pdn.png
The bar under the picture is 20 µm long. Pins as bars on the die edge. Tap cells in gray.
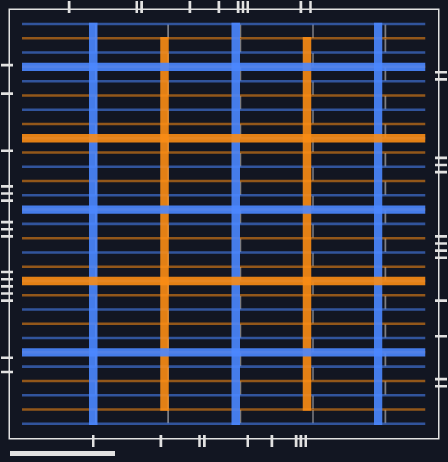
cell_classes.png
The bar under the picture is 20 µm long.
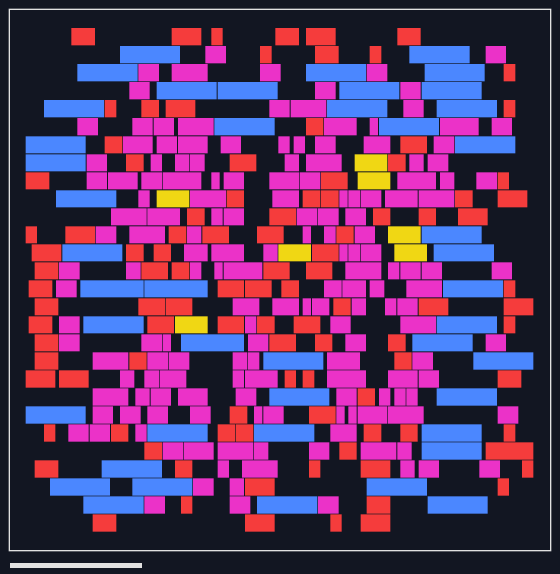
clock_map.png
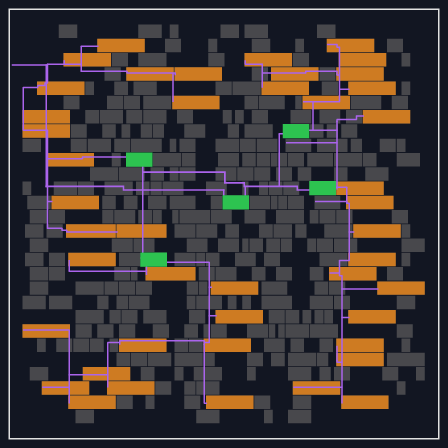
metal_stack.png
The bar under the picture is 20 µm long. Two of the layers only.
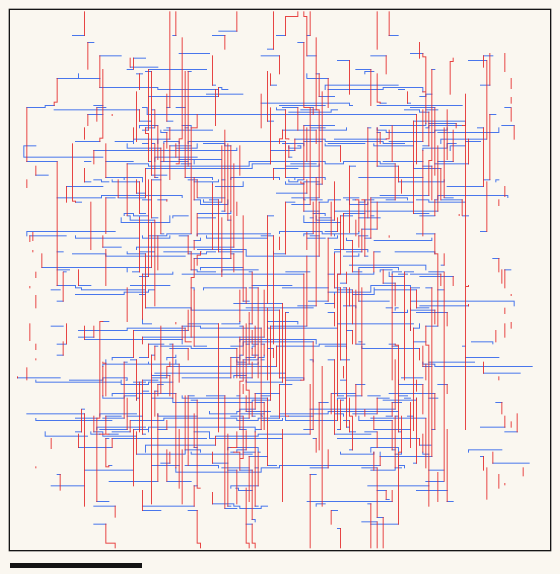
final_placement.png
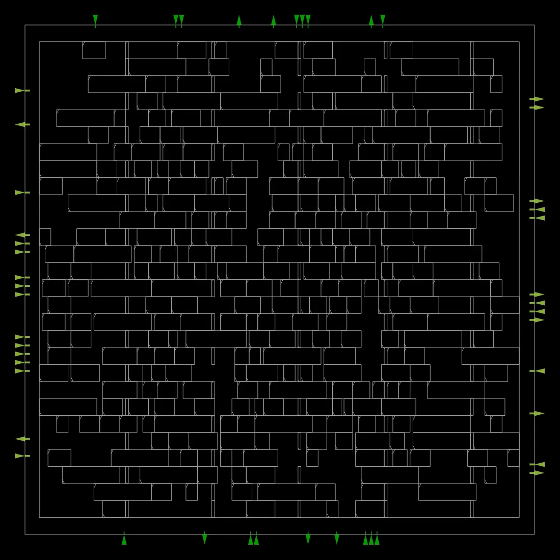
==> src/rtl/masked_4stage_bv8_inv_stage3.sv <==
`default_nettype none
// ---------------------------------------------------------------------------
// masked_4stage_bv8_inv_stage3 : masked GF(2^8) inverter stage 3, theta scaling
// of two masked GF(2^4) products; valid tag enabled by MASKED_INV_STAGE3_VALID_EN.
// Revision: 1.0
// ---------------------------------------------------------------------------

module masked_zero #(
    parameter int NUM_SHARES = 2,
    parameter int BIT_WIDTH  = 2
) (
    input  logic [NUM_SHARES-2:0][BIT_WIDTH-1:0] in_random,
    output logic [NUM_SHARES-1:0][BIT_WIDTH-1:0] out_zero
);
    logic [BIT_WIDTH-1:0] w_last;

    // Last share closes the sum so all shares XOR to zero.
    for (genvar b = 0; b < BIT_WIDTH; b++) begin : g_bit
        localparam logic [BIT_WIDTH-1:0] SEL = BIT_WIDTH'(1) << b;
        assign w_last[b] = ^(in_random & {(NUM_SHARES-1){SEL}});
    end

    assign out_zero = {w_last, in_random};
endmodule

module masked_hpc1_mul #(
    parameter  int NUM_SHARES = 2,
    localparam int NUM_QUAD   = NUM_SHARES * (NUM_SHARES - 1) / 2
) (
    input  logic                        in_clock,
    input  logic                        in_reset,
    input  logic [NUM_SHARES-1:0][1:0]  in_a,
    input  logic [NUM_SHARES-1:0][1:0]  in_b,
    input  logic [NUM_QUAD-1:0][1:0]    in_p,
    output logic [NUM_SHARES-1:0][1:0]  out_c
);
    // Normal-basis GF(2^2) product; 2'b11 is the unit.
    function automatic logic [1:0] gf2_mul(input logic [1:0] a, input logic [1:0] b);
        logic w_s;
        w_s = (a[1] ^ a[0]) & (b[1] ^ b[0]);
        return {(a[1] & b[1]) ^ w_s, (a[0] & b[0]) ^ w_s};
    endfunction

    function automatic int pair_idx(input int i, input int j);
        int lo;
        int hi;
        lo = (i < j) ? i : j;
        hi = (i < j) ? j : i;
        return lo * NUM_SHARES - lo * (lo + 1) / 2 + hi - lo - 1;
    endfunction

    logic [NUM_SHARES-1:0][NUM_SHARES-1:0][1:0] w_term;
    logic [NUM_SHARES-1:0][NUM_SHARES-1:0][1:0] r_term;

    for (genvar i = 0; i < NUM_SHARES; i++) begin : g_row
        for (genvar j = 0; j < NUM_SHARES; j++) begin : g_col
            if (i == j) begin : g_diag
                assign w_term[i][j] = gf2_mul(in_a[i], in_b[i]);
            end else begin : g_cross
                // Cross terms are masked before the register that isolates them.
                assign w_term[i][j] = gf2_mul(in_a[i], in_b[j]) ^ in_p[pair_idx(i, j)];
            end
        end
        assign out_c[i] = {^(r_term[i] & {NUM_SHARES{2'b10}}),
                           ^(r_term[i] & {NUM_SHARES{2'b01}})};
    end

    always_ff @(posedge in_clock or negedge in_reset) begin
        if (!in_reset) begin
            r_term <= '0;
        end else begin
            r_term <= w_term;
        end
    end
endmodule

module masked_4stage_bv8_inv_stage3 #(
    parameter  int NUM_SHARES = 2,
    localparam int NUM_ZERO   = NUM_SHARES - 1,
    localparam int NUM_QUAD   = NUM_SHARES * (NUM_SHARES - 1) / 2,
    localparam int NUM_RANDOM = 2 * NUM_ZERO + 8 * NUM_QUAD
) (
    input  logic                        in_clock,
    input  logic                        in_reset,
    input  logic [NUM_SHARES-1:0][1:0]  in_theta_t2,
    input  logic [NUM_SHARES-1:0][3:0]  in_mul_a0_t3,
    input  logic [NUM_SHARES-1:0][3:0]  in_mul_a1_t3,
    input  logic [NUM_RANDOM-1:0]       in_random,
`ifdef MASKED_INV_STAGE3_VALID_EN
    input  logic                        in_valid_t2,
    output logic                        out_valid_t4,
`endif
    output logic [NUM_SHARES-1:0][3:0]  out_b0_t4,
    output logic [NUM_SHARES-1:0][3:0]  out_b1_t4
);
    localparam int PW = 2 * NUM_QUAD;

    logic [NUM_ZERO-1:0][1:0]   w_joint_raw;
    logic [NUM_SHARES-1:0][1:0] w_joint_r;
    logic [NUM_QUAD-1:0][1:0]   w_p_b0l, w_p_b0h, w_p_b1l, w_p_b1h;
    logic [NUM_QUAD-1:0][1:0]   r_p_b0l, r_p_b0h, r_p_b1l, r_p_b1h;
    logic [NUM_SHARES-1:0][1:0] r_theta_t3;
    logic [NUM_SHARES-1:0][1:0] w_m0h, w_m0l, w_m1h, w_m1l;
    logic [NUM_SHARES-1:0][1:0] w_b0h, w_b0l, w_b1h, w_b1l;

    assign w_joint_raw = in_random[4*PW +: 2*NUM_ZERO];
    assign w_p_b0l     = in_random[0*PW +: PW];
    assign w_p_b0h     = in_random[1*PW +: PW];
    assign w_p_b1l     = in_random[2*PW +: PW];
    assign w_p_b1h     = in_random[3*PW +: PW];

    masked_zero #(
        .NUM_SHARES (NUM_SHARES),
        .BIT_WIDTH  (2)
    ) u_zero (
        .in_random  (w_joint_raw),
        .out_zero   (w_joint_r)
    );

    // One refresh of theta serves all four multipliers; the gadget randomness
    // drawn in the same cycle travels with that element.
    always_ff @(posedge in_clock or negedge in_reset) begin
        if (!in_reset) begin
            r_theta_t3 <= '0;
            r_p_b0l    <= '0;
            r_p_b0h    <= '0;
            r_p_b1l    <= '0;
            r_p_b1h    <= '0;
        end else begin
            r_theta_t3 <= in_theta_t2 ^ w_joint_r;
            r_p_b0l    <= w_p_b0l;
            r_p_b0h    <= w_p_b0h;
            r_p_b1l    <= w_p_b1l;
            r_p_b1h    <= w_p_b1h;
        end
    end

    for (genvar i = 0; i < NUM_SHARES; i++) begin : g_split
        assign w_m0h[i]     = in_mul_a0_t3[i][3:2];
        assign w_m0l[i]     = in_mul_a0_t3[i][1:0];
        assign w_m1h[i]     = in_mul_a1_t3[i][3:2];
        assign w_m1l[i]     = in_mul_a1_t3[i][1:0];
        assign out_b0_t4[i] = {w_b0h[i], w_b0l[i]};
        assign out_b1_t4[i] = {w_b1h[i], w_b1l[i]};
    end

    masked_hpc1_mul #(.NUM_SHARES(NUM_SHARES)) u_mul_b0l (
        .in_clock (in_clock), .in_reset (in_reset),
        .in_a (w_m0l), .in_b (r_theta_t3), .in_p (r_p_b0l), .out_c (w_b0l)
    );
    masked_hpc1_mul #(.NUM_SHARES(NUM_SHARES)) u_mul_b0h (
        .in_clock (in_clock), .in_reset (in_reset),
        .in_a (w_m0h), .in_b (r_theta_t3), .in_p (r_p_b0h), .out_c (w_b0h)
    );
    masked_hpc1_mul #(.NUM_SHARES(NUM_SHARES)) u_mul_b1l (
        .in_clock (in_clock), .in_reset (in_reset),
        .in_a (w_m1l), .in_b (r_theta_t3), .in_p (r_p_b1l), .out_c (w_b1l)
    );
    masked_hpc1_mul #(.NUM_SHARES(NUM_SHARES)) u_mul_b1h (
        .in_clock (in_clock), .in_reset (in_reset),
        .in_a (w_m1h), .in_b (r_theta_t3), .in_p (r_p_b1h), .out_c (w_b1h)
    );

`ifdef MASKED_INV_STAGE3_VALID_EN
    logic [1:0] r_valid;

    always_ff @(posedge in_clock or negedge in_reset) begin
        if (!in_reset) begin
            r_valid <= '0;
        end else begin
            r_valid <= {r_valid[0], in_valid_t2};
        end
    end

    assign out_valid_t4 = r_valid[1];
`endif
endmodule

`default_nettype wire

==> config.mk <==
export PLATFORM = sky130hd
export DESIGN_NAME = masked_4stage_bv8_inv_stage3
export DESIGN_NICKNAME = d
export VERILOG_FILES = /design/src/rtl/masked_4stage_bv8_inv_stage3.sv
export SDC_FILE = /design/constraint.sdc
export NUM_CORES = 1
export LEC_CHECK = 0
export CAP_MARGIN = 20
export CORE_MARGIN = 2
export CORE_UTILIZATION = 40
export DETAILED_ROUTE_END_ITERATION = 12
export PLACE_DENSITY_LB_ADDON = 0.05
export SETUP_SLACK_MARGIN = 0.2
export SKIP_CTS_REPAIR_TIMING = 1
export SLEW_MARGIN = 20
export SYNTH_ARGS = -nofsm -noshare
export SYNTH_HDL_FRONTEND = slang
export SYNTH_SLANG_ARGS = --single-unit
==> constraint.sdc <==
create_clock -name in_clock -period 1.2 [get_ports in_clock]
set_input_delay 0.36 -clock in_clock [delete_from_list [all_inputs] [get_ports in_clock]]
set_output_delay 0.36 -clock in_clock [all_outputs]
set_load 0.01 [all_outputs]
==> out/summary.txt <==
status: complete, but fails checks
violated checks: setup timing
unrepaired setup endpoints after global routing: true
post-synthesis average cell area: 11.0 µm²
cell chosen for the clock root: sky130_fd_sc_hd__clkbuf_8
fraction of registers with async set or reset after synthesis: 1.00
setup violation total in the final timing report: 38
clk cell area share: 0.0261
number of core rows: 28
adder-cell share of the synthesized area: 0
dominant class by area: combinational gates
DPL Wire Length: 3.43 mm
TritonCTS clock tree: done
global-route track usage on met3: 0.0396
Cell area leaders: sky130_fd_sc_hd__dfrtp_1 46%, sky130_fd_sc_hd__mux2_2 8.4%, sky130_fd_sc_hd__xor2_1 8.0%
buffer share of cell area: 0.250
Logic area: 1470 µm²
number of flip-flops and latches: 44
cell count listed in synth_stat.txt: 219
worst hold margin: 39.4 ps
arrival time at the worst endpoint: 960 ps
Worst Setup Slack, final: -124 ps
Worst setup startpoint: u_mul_b0h.r_term[7]
number of enable-type register cells in the synthesized netlist: 0
I/O pin count: 48
maximum clock frequency: 755 MHz
proportion of netlist area held by the largest area contributor: 0.458
Synth Instances: 219
Power Total: 4.40 mW
total net switching power: 1.30 mW
first-pass GRT wire length: 8.18 mm
Synth flops: 44
logic gate share of total power: 0.369
worst reg2reg startpoint: r_theta_t3[3]
post-route non-filler standard cell count: 392
Final min period: 1320 ps
biggest combinational cell group after synthesis: AND-OR/OR-AND gates
Synth Area in XOR/XNOR: 0.146
critical path depth in cells: 2
crit-path cells: xor2_1 -> buf_2
critical path's slowest cell: sky130_fd_sc_hd__dfrtp_1
cell family contributing the most delay on the critical path: flip-flops
Crit Path Category: reg -> out
number of search-and-repair iterations in the first detailed-routing pass: 7
Layout Nets: 349
initial antenna violation count: 0
terminus of the critical flop-to-flop path: u_mul_b0l.r_term[2]
worst-case setup slack after placement: -457 ps
-- pdn.png (at the start) --
| color | net |
|---|---|
| orange | VDD |
| blue | VSS |
rows: 28
met4 straps: 5
signal pins: 48
width of the die: 81.6 µm
Die Span Y: 81.6 µm

-- cell_classes.png (at the start) --
| color | class | cells | share of their area |
|---|---|---|---|
| blue | flip-flops | 44 | 31% |
| magenta | all other logic | 163 | 41% |
| yellow | clock drivers and dummy loads | 7 | 2.7% |
| red | other buffers and delay cells | 103 | 26% |
final non-filler cell area: 3690 µm²
flip-flop and latch share of the layout cell area: 0.299

-- clock_map.png (at the start) --
[orange] flip-flops | count: 44
[green] cells driving clock nets | count: 5
[purple] clock wires | length: 539 µm
flops lie: all over the die
clock power share: 0.222
Insertion Delay late pin: 290 ps
Clk power: 0.978 mW
clk_skew: 8.81 ps

-- metal_stack.png (at the start) --
| color | layer | wire length |
|---|---|---|
| blue | met1 | 2510 µm |
| red | met2 | 2440 µm |
global-route usage over all layers: 0.161
total number of vias: 1937
total wire length: 5.25 mm
average wire length per cell after detail routing: 13.4 µm

-- final_placement.png (at the start) --
Final Core Density: 0.631
core area: 5850 µm²

Power figures rest on the tool's default switching activity, not on a simulated workload.
